==> config.mk <==
export PLATFORM = sky130hd
export DESIGN_NAME = id_ex_stage
export DESIGN_NICKNAME = d
export VERILOG_FILES = /design/src/rtl/id_ex_stage_pkg.sv /design/src/rtl/id_ex_stage_hazard.sv /design/src/rtl/id_ex_stage.sv
export SDC_FILE = /design/constraint.sdc
export NUM_CORES = 1
export LEC_CHECK = 0
export CORE_AREA = 2 2 130 132
export DETAILED_ROUTE_END_ITERATION = 8
export DIE_AREA = 0 0 132 134
export PLACE_DENSITY = 0.85
export SYNTH_ARGS = -nofsm -noshare
export SYNTH_HDL_FRONTEND = slang
export SYNTH_SLANG_ARGS = --single-unit
==> constraint.sdc <==
create_clock -name clk -period 5.3 [get_ports clk]
set_clock_uncertainty 0.05 [all_clocks]
set_input_delay 0.795 -clock clk [delete_from_list [all_inputs] [get_ports clk]]
set_output_delay 0.795 -clock clk [all_outputs]
set_load 0.01 [all_outputs]
==> src/rtl/id_ex_stage_pkg.sv <==
// rtl/id_ex_stage_pkg.sv - bundle widths, bit positions and FSM encoding for the ID/EX boundary
package id_ex_stage_pkg;

    localparam int EX_D_W  = 7;
    localparam int MEM_D_W = 2;
    localparam int WB_D_W  = 2;

    localparam int EX_REGDST   = 6;
    localparam int EX_ALUSRC   = 5;
    localparam int MEM_READ    = 0;
    localparam int MEM_WRITE   = 1;
    localparam int WB_REGWRITE = 1;
    localparam int WB_MEMTOREG = 0;

    localparam int REG_RA = 31;

    typedef enum logic {
        ST_RUN   = 1'b0,
        ST_DRAIN = 1'b1
    } state_e;

    // rt is a source unless the instruction takes an immediate and is not a store
    function automatic logic uses_rt(input logic [EX_D_W-1:0] ex_d, input logic [MEM_D_W-1:0] mem_d);
        return ~(ex_d[EX_ALUSRC] & ~mem_d[MEM_WRITE]);
    endfunction

endpackage

==> src/rtl/id_ex_stage_hazard.sv <==
// rtl/id_ex_stage_hazard.sv - combinational load-use and in-flight register-write detection
module hazard_detect
    import id_ex_stage_pkg::*;
#(
    parameter int RW = 5
) (
    input  logic [RW-1:0] id_rs_i,
    input  logic [RW-1:0] id_rt_i,
    input  logic          id_uses_rt_i,
    input  logic          ex_valid_i,
    input  logic          ex_memread_i,
    input  logic          ex_regwrite_i,
    input  logic [RW-1:0] ex_dst_i,
    input  logic          mem_regwrite_i,
    input  logic          wb_regwrite_i,
    output logic          load_use_o,
    output logic          writes_inflight_o
);

    logic dst_nonzero;
    logic rs_match;
    logic rt_match;

    assign dst_nonzero = (ex_dst_i != '0);
    assign rs_match    = (ex_dst_i == id_rs_i);
    assign rt_match    = id_uses_rt_i & (ex_dst_i == id_rt_i);

    assign load_use_o        = ex_valid_i & ex_memread_i & dst_nonzero & (rs_match | rt_match);
    assign writes_inflight_o = (ex_valid_i & ex_regwrite_i) | mem_regwrite_i | wb_regwrite_i;

endmodule

==> src/rtl/id_ex_stage.sv <==
// rtl/id_ex_stage.sv - ID/EX pipeline register with load-use bubbles, syscall drain and flush squash
module id_ex_stage
    import id_ex_stage_pkg::*;
#(
    parameter int DW = 32,
    parameter int RW = 5
) (
    input  logic                clk,
    input  logic                reset,
    input  logic                id_valid,
    input  logic [31:0]         id_instr,
    input  logic [DW-1:0]       id_pc4,
    input  logic [EX_D_W-1:0]  id_ex_d,
    input  logic [MEM_D_W-1:0] id_mem_d,
    input  logic [WB_D_W-1:0]  id_wb_d,
    input  logic                id_syscall,
    input  logic                id_jal,
    input  logic [DW-1:0]       id_rs_data,
    input  logic [DW-1:0]       id_rt_data,
    input  logic [DW-1:0]       id_imm,
    input  logic                flush,
    input  logic                ex_stall,
    input  logic                mem_regwrite,
    input  logic                wb_regwrite,
    output logic                stall_id,
    output logic                ex_valid,
    output logic [EX_D_W-1:0]  ex_ex_d,
    output logic [MEM_D_W-1:0] ex_mem_d,
    output logic [WB_D_W-1:0]  ex_wb_d,
    output logic                ex_syscall,
    output logic                ex_jal,
    output logic [DW-1:0]       ex_rs_data,
    output logic [DW-1:0]       ex_rt_data,
    output logic [DW-1:0]       ex_imm,
    output logic [DW-1:0]       ex_pc4,
    output logic [RW-1:0]       ex_rs,
    output logic [RW-1:0]       ex_rt,
    output logic [RW-1:0]       ex_dst
);

    logic                valid_q;
    logic [EX_D_W-1:0]  ex_d_q;
    logic [MEM_D_W-1:0] mem_d_q;
    logic [WB_D_W-1:0]  wb_d_q;
    logic                syscall_q;
    logic                jal_q;
    logic [DW-1:0]       rs_data_q;
    logic [DW-1:0]       rt_data_q;
    logic [DW-1:0]       imm_q;
    logic [DW-1:0]       pc4_q;
    logic [RW-1:0]       rs_q;
    logic [RW-1:0]       rt_q;
    logic [RW-1:0]       dst_q;

    state_e              state_q;
    state_e              state_d;
    logic                kill_q;

    logic [RW-1:0]       id_rs;
    logic [RW-1:0]       id_rt;
    logic [RW-1:0]       id_dst;
    logic                load_use;
    logic                writes_inflight;
    logic                enter_drain;
    logic                drain_busy;
    logic                squash;
    logic                do_clear;
    logic                do_load;

    assign id_rs = RW'(id_instr[25:21]);
    assign id_rt = RW'(id_instr[20:16]);

    always_comb begin
        id_dst = id_rt;
        if (id_jal) begin
            id_dst = RW'(REG_RA);
        end else if (id_ex_d[EX_REGDST]) begin
            id_dst = RW'(id_instr[15:11]);
        end
    end

    hazard_detect #(.RW(RW)) u_hazard (
        .id_rs_i           (id_rs),
        .id_rt_i           (id_rt),
        .id_uses_rt_i      (uses_rt(id_ex_d, id_mem_d)),
        .ex_valid_i        (valid_q),
        .ex_memread_i      (mem_d_q[MEM_READ]),
        .ex_regwrite_i     (wb_d_q[WB_REGWRITE]),
        .ex_dst_i          (dst_q),
        .mem_regwrite_i    (mem_regwrite),
        .wb_regwrite_i     (wb_regwrite),
        .load_use_o        (load_use),
        .writes_inflight_o (writes_inflight)
    );

    // DRAIN only holds the syscall back while writes remain; the cycle they clear it is admitted
    assign enter_drain = (state_q == ST_RUN) & id_valid & id_syscall & writes_inflight;
    assign drain_busy  = enter_drain | ((state_q == ST_DRAIN) & writes_inflight);

    always_comb begin
        state_d = state_q;
        case (state_q)
            ST_RUN:   if (enter_drain) state_d = ST_DRAIN;
            ST_DRAIN: if (!writes_inflight) state_d = ST_RUN;
            default:  state_d = ST_RUN;
        endcase
    end

    assign squash   = flush | kill_q;
    assign stall_id = ex_stall | ((load_use | drain_busy) & ~squash);
    assign do_clear = reset | (~ex_stall & (squash | load_use | drain_busy));
    assign do_load  = ~reset & ~ex_stall & ~do_clear;

    always_ff @(posedge clk) begin
        if (reset) begin
            state_q <= ST_RUN;
            kill_q  <= 1'b0;
        end else if (ex_stall) begin
            // a flush seen while EX is frozen must still squash once the stall lifts
            if (flush) kill_q <= 1'b1;
        end else if (squash) begin
            state_q <= ST_RUN;
            kill_q  <= 1'b0;
        end else begin
            state_q <= state_d;
        end
    end

    always_ff @(posedge clk) begin
        if (do_clear) begin
            valid_q   <= 1'b0;
            ex_d_q    <= '0;
            mem_d_q   <= '0;
            wb_d_q    <= '0;
            syscall_q <= 1'b0;
            jal_q     <= 1'b0;
            rs_data_q <= '0;
            rt_data_q <= '0;
            imm_q     <= '0;
            pc4_q     <= '0;
            rs_q      <= '0;
            rt_q      <= '0;
            dst_q     <= '0;
        end else if (do_load) begin
            valid_q   <= id_valid;
            ex_d_q    <= id_ex_d;
            mem_d_q   <= id_mem_d;
            wb_d_q    <= id_wb_d;
            syscall_q <= id_syscall;
            jal_q     <= id_jal;
            rs_data_q <= id_rs_data;
            rt_data_q <= id_rt_data;
            imm_q     <= id_imm;
            pc4_q     <= id_pc4;
            rs_q      <= id_rs;
            rt_q      <= id_rt;
            dst_q     <= id_dst;
        end
    end

    assign ex_valid   = valid_q;
    assign ex_ex_d    = ex_d_q;
    assign ex_mem_d   = mem_d_q;
    assign ex_wb_d    = wb_d_q;
    assign ex_syscall = syscall_q;
    assign ex_jal     = jal_q;
    assign ex_rs_data = rs_data_q;
    assign ex_rt_data = rt_data_q;
    assign ex_imm     = imm_q;
    assign ex_pc4     = pc4_q;
    assign ex_rs      = rs_q;
    assign ex_rt      = rt_q;
    assign ex_dst     = dst_q;

endmodule

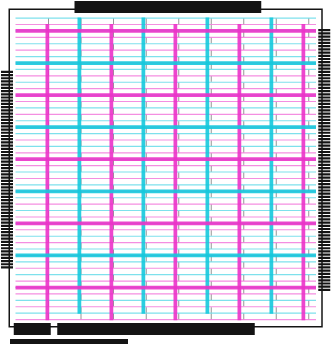
run_1/pdn.png
Scale bar: 50 um. Pins as bars on the die edge. Tap cells in gray.
Key: cyan = VDD; magenta = VSS
220 tap cells. 48 met1 rails follow the rows. The core has 47 rows.
CORE AREA: 16300 um^2
die span in x: 132 um

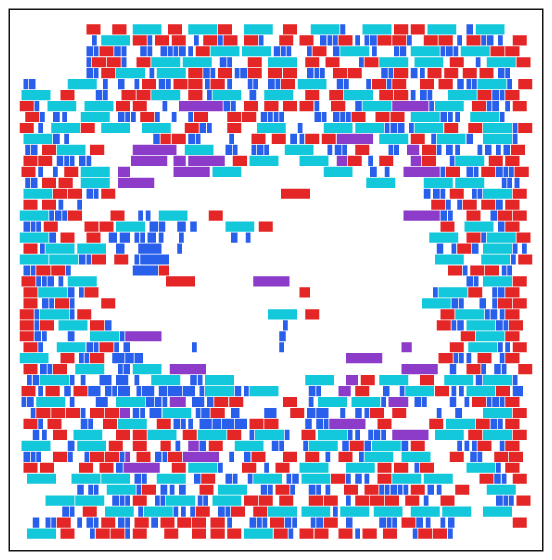
run_1/cell_classes.png
Key: red = other buffers and delay cells [cells 326, share of their area 35%]; blue = all other logic [cells 513, share of their area 25%]; purple = clock drivers and dummy loads [cells 32, share of their area 6.4%]; cyan = flip-flops [cells 159, share of their area 34%]

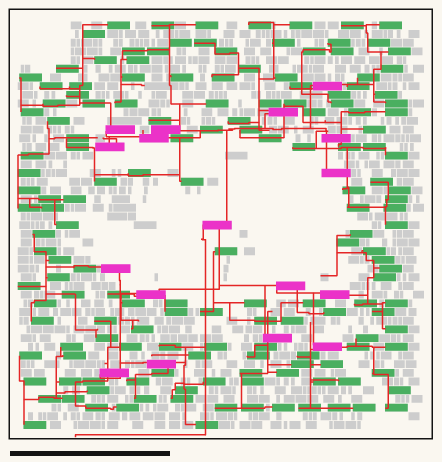
run_1/clock_map.png
Scale bar: 50 um.
Key: red = clock wires [length 1990 um]; green = flip-flops [count 159]; magenta = cells driving clock nets [count 17]
There are 18 routed clock nets. Position of the flops: all over the die.
clock network fraction of design power: 44.1%
power in the clock group: 1.23 mW
clock latency reported for the late side of the worst-skew pair: 0.41 ns

==> CHANGELOG.md, run 1 <==
### Implementation results

- Worst path arrival time: 3.00 ns
- Type of destination of the critical path: output port
- Met1 layer usage reported by global route: 24.5%
- Final-layout setup total negative slack: 0 ns
- First-pass iteration count of the detailed router: 5
- Number of nets at floorplan: 906
- Most instantiated logic cell after routing: sky130_fd_sc_hd__clkdlybuf4s50_1
- Number of hold-slack violations in the final timing report: 0
- Power per cell area: 290 nW/um^2
- Highest net fanout along the worst path: 3
- GRT met2 Usage: 35.5%
- Antenna-violating nets left: 0
- Combined global-route utilization of all metal layers: 21.1%
- Number of cells produced by synthesis: 726
- CTS Root Cell: sky130_fd_sc_hd__clkbuf_16
- CTS clock-pin slew for the worst setup and hold paths: 0.06 ns
- Run status: completed
- Minimum clock period after layout: 3.85 ns
- Mean instance size in the synthesized netlist: 7.82 um^2
- DR WL/cell: 15.1 um
- Number of primary I/O pins: 338
- Number of warnings printed during yosys synthesis: 0
- Yosys cell count: 726
- # hold bufs at CTS: 0
- Layer carrying the most global-route usage: met2
- Maximum single-stage delay on the critical path: 0.56 ns
- Final setup violation count: 0
- GR Util met3: 7.52%
- Transition time of the tightest slew-check pin: 0.999 ns
- Drt first-iter violations: 416
- Slowest stage cell, crit path: sky130_fd_sc_hd__clkdlybuf4s50_1
- Initial antenna violation count: 0
- Kind of cell adding the most delay to the critical path: buffers and inverters
- Via count normalized by instance count: 4.71
- Pin count of the biggest net entering global routing: 95
- Ordered list of cells on the worst path: clkdlybuf4s50_1 -> xnor2_1 -> nand4_1 -> o22ai_1 -> nand2_1 -> nand2_1 -> a21o_1 -> clkdlybuf4s50_1
- Total routed wirelength: 18.8 mm
- Count of instances resized after the clock tree is built: 0
- Post-route DRC: 0
- Vias after detailed routing: 5888
- IO Port Bufs: 320
- Die ar.: 17700 um^2
- Area grow syn2layout: 69.4%
- Clock Path Buffers: 2
## run 1: logic make-up (layout without fill, tap and decap cells)
family	count (synthesis)	in the layout	synth area share, %
XOR/XNOR	10	10	1.54
AND/OR/NAND/NOR	335	335	22.8
buffers and inverters	55	359	4.12
flip-flops	159	159	56.1
AND-OR/OR-AND	167	167	15.5
## run 1: tightest hold or removal path: stages, from the launching register on
cell	delay (ns)
sky130_fd_sc_hd__dfxtp_1	0.30
sky130_fd_sc_hd__nand2_1	0.05
sky130_fd_sc_hd__a21oi_1	0.05
## run 1: power by group
group          total, mW  internal, mW  leakage (nW)  switching (mW)
Clock               1.23         0.716         0.275           0.515
Combinational      0.320         0.183          1.65           0.137
Sequential          1.24          1.22          1.29          0.0161
Total               2.79          2.12          3.21           0.668
## run 1: sequential cells by signal, indices dropped and copies added (netlist names), 2 cells and up
signal / count
ex_dst: 5
ex_ex_d: 7
ex_imm: 32
ex_mem_d: 2
ex_pc4: 32
ex_rs: 5
ex_rs_data: 32
ex_rt: 5
ex_rt_data: 32
ex_wb_d: 2
## run 1: final cells by class
cell class	instances	area (um^2)
clock buffers	19	443
multi-input cells	512	2290
clock inverters	13	153
inverters	1	3.75
flip-flops and latches	159	3180
well taps	220	275
fillers	1414	6670
repair buffers	326	3270
## run 1: final timing paths
path	from	end	slack, ns	cells after the start
worst max-delay path	id_instr[20]	stall_id	1.45	8
worst min register to register	ex_rs_data[16]	ex_rs_data[16]	0.40	2
worst max register to register	ex_dst[4]	ex_dst[1]	2.27	7
worst min-delay path	ex_rs_data[16]	ex_rs_data[16]	0.40	2
## run 1: synthesized netlist by cell type, drive strengths merged
cell type / n / area [um^2]
nor2: 9 / 33.8
nor3: 5 / 25.0
nand4: 1 / 6.26
xnor2: 10 / 87.6
a21o: 1 / 7.51
clkbuf: 36 / 135
o21ai: 1 / 5.00
buf: 18 / 95.1
nand3: 1 / 5.00
a211oi: 2 / 20.0
or3: 1 / 6.26
o311a: 1 / 10.0
nand2: 308 / 1160
dfxtp: 159 / 3180
a21oi: 155 / 776
nor2b: 7 / 43.8
a2111oi: 5 / 43.8
or2: 1 / 6.26
o22ai: 1 / 6.26
inv: 1 / 3.75
a211o: 1 / 8.76
nor4: 2 / 12.5
## run 1: layer usage
metal  wire length (um)  part of all wire, %
met5                  0                    0
met1               7420                   39
met4                527                  2.8
met2               9340                   50
met3               1540                  8.2
## run 1: stage by stage
step	instances	area, um^2	hold slack (ns)	setup WS [ns]	power (mW)
6_report	1250	9620	0.400	1.45	2.79
5_1_grt	1250	9620	0.417	1.28	2.91
4_1_cts	1250	9620	0.404	1.42	2.83
3_5_place_dp	1218	9020	0.396	1.44	1.59
3_3_place_gp	1218	9020	0.390	1.44	1.58
2_1_floorplan	726	5680	0.400	2.90	1.38
run_1/final_clocks.png
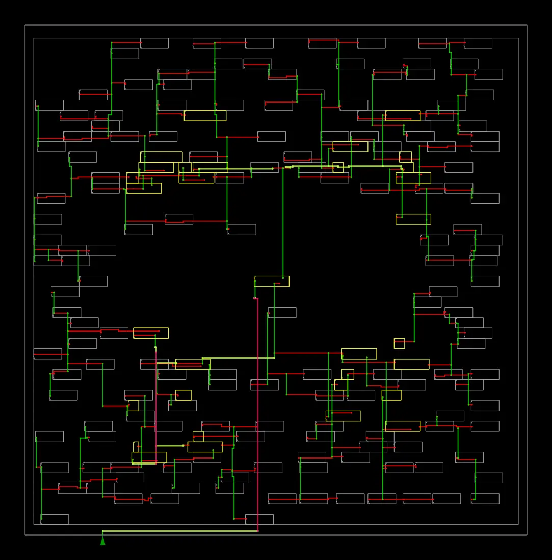

==> run 2: changes to the inputs <==
Settings changed: CORE_AREA 2 2 130 132 to default, CORE_MARGIN from default to 2, CORE_UTILIZATION from default to 34, DIE_AREA 0 0 132 134 to default, PLACE_DENSITY 0.85 to 0.86.
Clock period 5.3 ns to 3.33 ns, I/O delays scaled along.
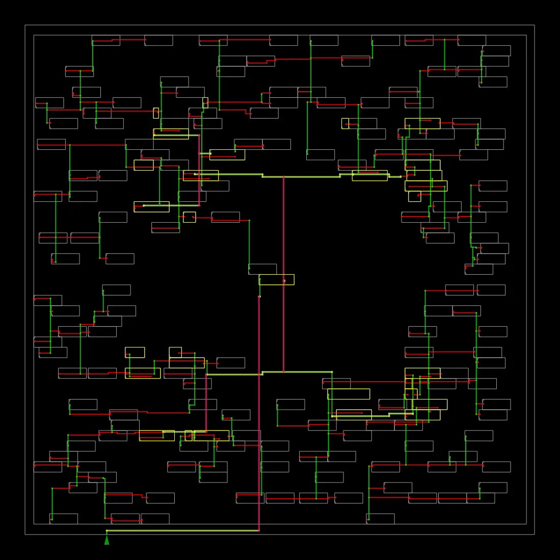
run_2/final_clocks.png
number of clock sinks: 159
clock buf count: 21
TritonCTS Buffers: 17
Seq Cell Count: 159
power in the clock group: 1.90 mW

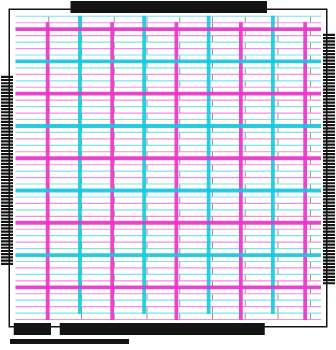
run_2/pdn.png
Scale bar: 50 um. Pins as bars on the die edge. Tap cells in gray.
Key: cyan = VDD; magenta = VSS
338 signal pins sit on the boundary. 9 straps on met5. The core has 47 rows.
height of the die: 133 um
IR Drop Worst-Case VDD: 0.317 mV

==> CHANGELOG.md, run 2 <==
### Implementation results

- Die ar.: 17700 um^2 (about the same)
- Clock Path Buffers: 2 (unchanged)
- Die span in x: 133 um (was 132 um)
- Number of global-route vias before repair: 5773 (was 5735)
- GP Congestion: 0.783 (was 0.784)
- Minimum clock period after layout: 3.02 ns
- Via count normalized by instance count: 4.70 (was 4.71)
- Distinct cell type count after synthesis: 24 (unchanged)
- Type of destination of the critical path: output port (unchanged)
- Top_reg_cell synth: sky130_fd_sc_hd__dfxtp_1 (unchanged)
- # hold bufs at CTS: 0 (unchanged)
- Area grow syn2layout: 69.8% (was 69.4%)
- Count of fill cells added during filler insertion: 1447 (was 1414)
- Combined global-route utilization of all metal layers: 20.9% (was 21.1%)
- DR WL/cell: 14.9 um (was 15.1 um)
- Final setup violation count: 0 (unchanged)
- Final HPWL DP: 13.1 mm (was 13.3 mm)
- R2R cell count: 8 (was 7)
- H-tree lvl count: 4 (unchanged)
- First-pass iteration count of the detailed router: 5 (unchanged)
- Post-route DRC: 0 (unchanged)
- Number of maximum-capacitance violations: 0 (unchanged)
- Launch point of the worst hold path: ex_rt_data[13] (was ex_rs_data[16])
- Vias after detailed routing: 5875 (was 5888)
- Row cnt: 47 (unchanged)
- TritonCTS clock tree: done (unchanged)
- Worst Setup SP: id_instr[20] (unchanged)
- Cell type with the largest total area: sky130_fd_sc_hd__dfxtp_1 (unchanged)
- Number of warnings printed during yosys synthesis: 0 (unchanged)
- Overflow after GRT: 0 (unchanged)
- RSZ-0062 raised after global routing: no (unchanged)
- CORE AREA: 16500 um^2 (was 16300 um^2)
- Power per cell area: 455 nW/um^2 (was 290 nW/um^2)
- Run status: completed (unchanged)
- Multi-input logic area: 2290 um^2 (unchanged)
- Lkg Pwr: 3.24 nW (was 3.21 nW)
- Pin count of the biggest net entering global routing: 87 (was 95)
- Placed insts: 1221 (was 1218)
- Number of primary I/O pins: 338 (unchanged)
- Area reported by Yosys stat: 5680 um^2 (unchanged)
- Area of all sequential standard cells: 3180 um^2 (unchanged)
- Yosys top cell by instances: sky130_fd_sc_hd__nand2_1 (unchanged)
- Total routed wirelength: 18.7 mm (was 18.8 mm)
- CTS Root Cell: sky130_fd_sc_hd__clkbuf_16 (unchanged)
- Number of nets at floorplan: 906 (unchanged)
- Antenna-violating nets left: 0 (unchanged)
- Initial antenna violation count: 0 (unchanged)
- Antenna diode count: 0 (unchanged)
- Most instantiated logic cell after routing: sky130_fd_sc_hd__clkdlybuf4s50_1 (unchanged)
- Transition time of the tightest slew-check pin: 0.667 ns (was 0.999 ns)
- Count of instances resized after the clock tree is built: 0 (unchanged)
- Async S/R FF share, synth: 0% (unchanged)
- Area leader share: 56.1% (unchanged)
- Worst path arrival time: 2.47 ns (was 3.00 ns)
- Highest net fanout along the worst path: 3 (unchanged)
- Number of OpenROAD warnings: 43 (unchanged)
- Yosys cell count: 726 (unchanged)
- Fraction of layout cells with a size suffix above 1: 3.98% (about the same)
- Max Freq: 331 MHz
- Non-filler instance count after layout: 1251 (was 1250)
- Mean instance size in the synthesized netlist: 7.82 um^2 (unchanged)
- Final worst path period share: 90.7%
- Cell depth of the worst hold path: 2 (unchanged)
- Reg2Reg Launch Point: ex_dst[2] (was ex_dst[4])
- Layout Nets: 1200 (was 1197)
- Count of state elements after synthesis: 159 (unchanged)
- Commonest cells in the synthesized netlist: sky130_fd_sc_hd__nand2_1 (308), sky130_fd_sc_hd__dfxtp_1 (159), sky130_fd_sc_hd__a21oi_1 (155) (unchanged)
- Sum of internal, switching and leakage power: 4.39 mW (was 2.79 mW)
- IO Port Bufs: 320 (unchanged)
- EDFF count, synth: 0 (unchanged)
- Top post-synthesis cells by area: sky130_fd_sc_hd__dfxtp_1 (56%), sky130_fd_sc_hd__nand2_1 (20%), sky130_fd_sc_hd__a21oi_1 (14%) (unchanged)
- CTS clock-pin slew for the worst setup and hold paths: 0.06 ns (about the same)
- Clock latency reported for the late side of the worst-skew pair: 0.41 ns (about the same)
- Number of cells produced by synthesis: 726 (unchanged)
- Final-layout setup total negative slack: 0 ns (unchanged)
- Synth Seq Share: 56.1% (unchanged)
- Number of hold-slack violations in the final timing report: 0 (unchanged)
- Drt first-iter violations: 438 (was 416)
- Max-slew headroom: 55.5% (was 33.2%)
run 2: cell counts after synthesis:
No cell type changed its count.
run 2: metrics by stage:
step	worst slack, ns	util (%)	cell area, um^2	hold WS (ns)
4_1_cts	0.276	58.5	9640	0.404
3_5_place_dp	0.280	55.1	9070	0.395
5_1_grt	0.141	58.5	9640	0.419
6_report	0.309	58.5	9640	0.402
3_3_place_gp	0.306	55.1	9070	0.391
2_1_floorplan	1.19	-	5680	0.400
run 2: cell type report:
class	count	share of cell area (%)
flip-flops and latches	159	33.0
repair buffers	329	34.4
clock buffers	21	4.78
multi-input cells	512	23.7
inverters	1	0.0389
clock inverters	9	1.14
well taps	220	2.86
run 2: per-layer routing:
layer  wire (um)  vias to the layer above  track usage [%]
li1            -                     2933                -
met1        7460                     2673             23.9
met2        9250                      228             35.7
met3        1380                       41             7.31
met4         598                        0             8.33
met5           0                        -                0
run 2: cells by family after synthesis:
kind of cell	after synthesis	share of synthesized area [%]
and+or+nand+nor	335	22.8
AOI/OAI and AO/OA	167	15.5
DFF	159	56.1
buffers and inverters	55	4.12
xor gates and xnor gates	10	1.54
run 2: final timing paths:
path                                  endpoint  slack [ns]
worst max-delay path                  stall_id        0.31
worst min-delay path            ex_rt_data[13]        0.40
worst max register to register       ex_imm[5]        0.93
worst min register to register  ex_rt_data[13]        0.40
run 2: critical path, cell delays in order:
cell                              delay [ns]
sky130_fd_sc_hd__clkdlybuf4s50_1        0.58
sky130_fd_sc_hd__xnor2_1                0.14
sky130_fd_sc_hd__nand4_1                0.10
sky130_fd_sc_hd__o22ai_1                0.23
sky130_fd_sc_hd__nand2_1                0.16
sky130_fd_sc_hd__nand2_1                0.11
sky130_fd_sc_hd__a21o_1                 0.11
sky130_fd_sc_hd__clkdlybuf4s50_1        0.54
run 2: where the power goes:
group,internal [mW],switching (mW),leakage (nW)
clock network,1.14,0.763,0.284
registers,1.95,0.0253,1.29
logic,0.297,0.218,1.67
Power is estimated from default activity; no workload was simulated.
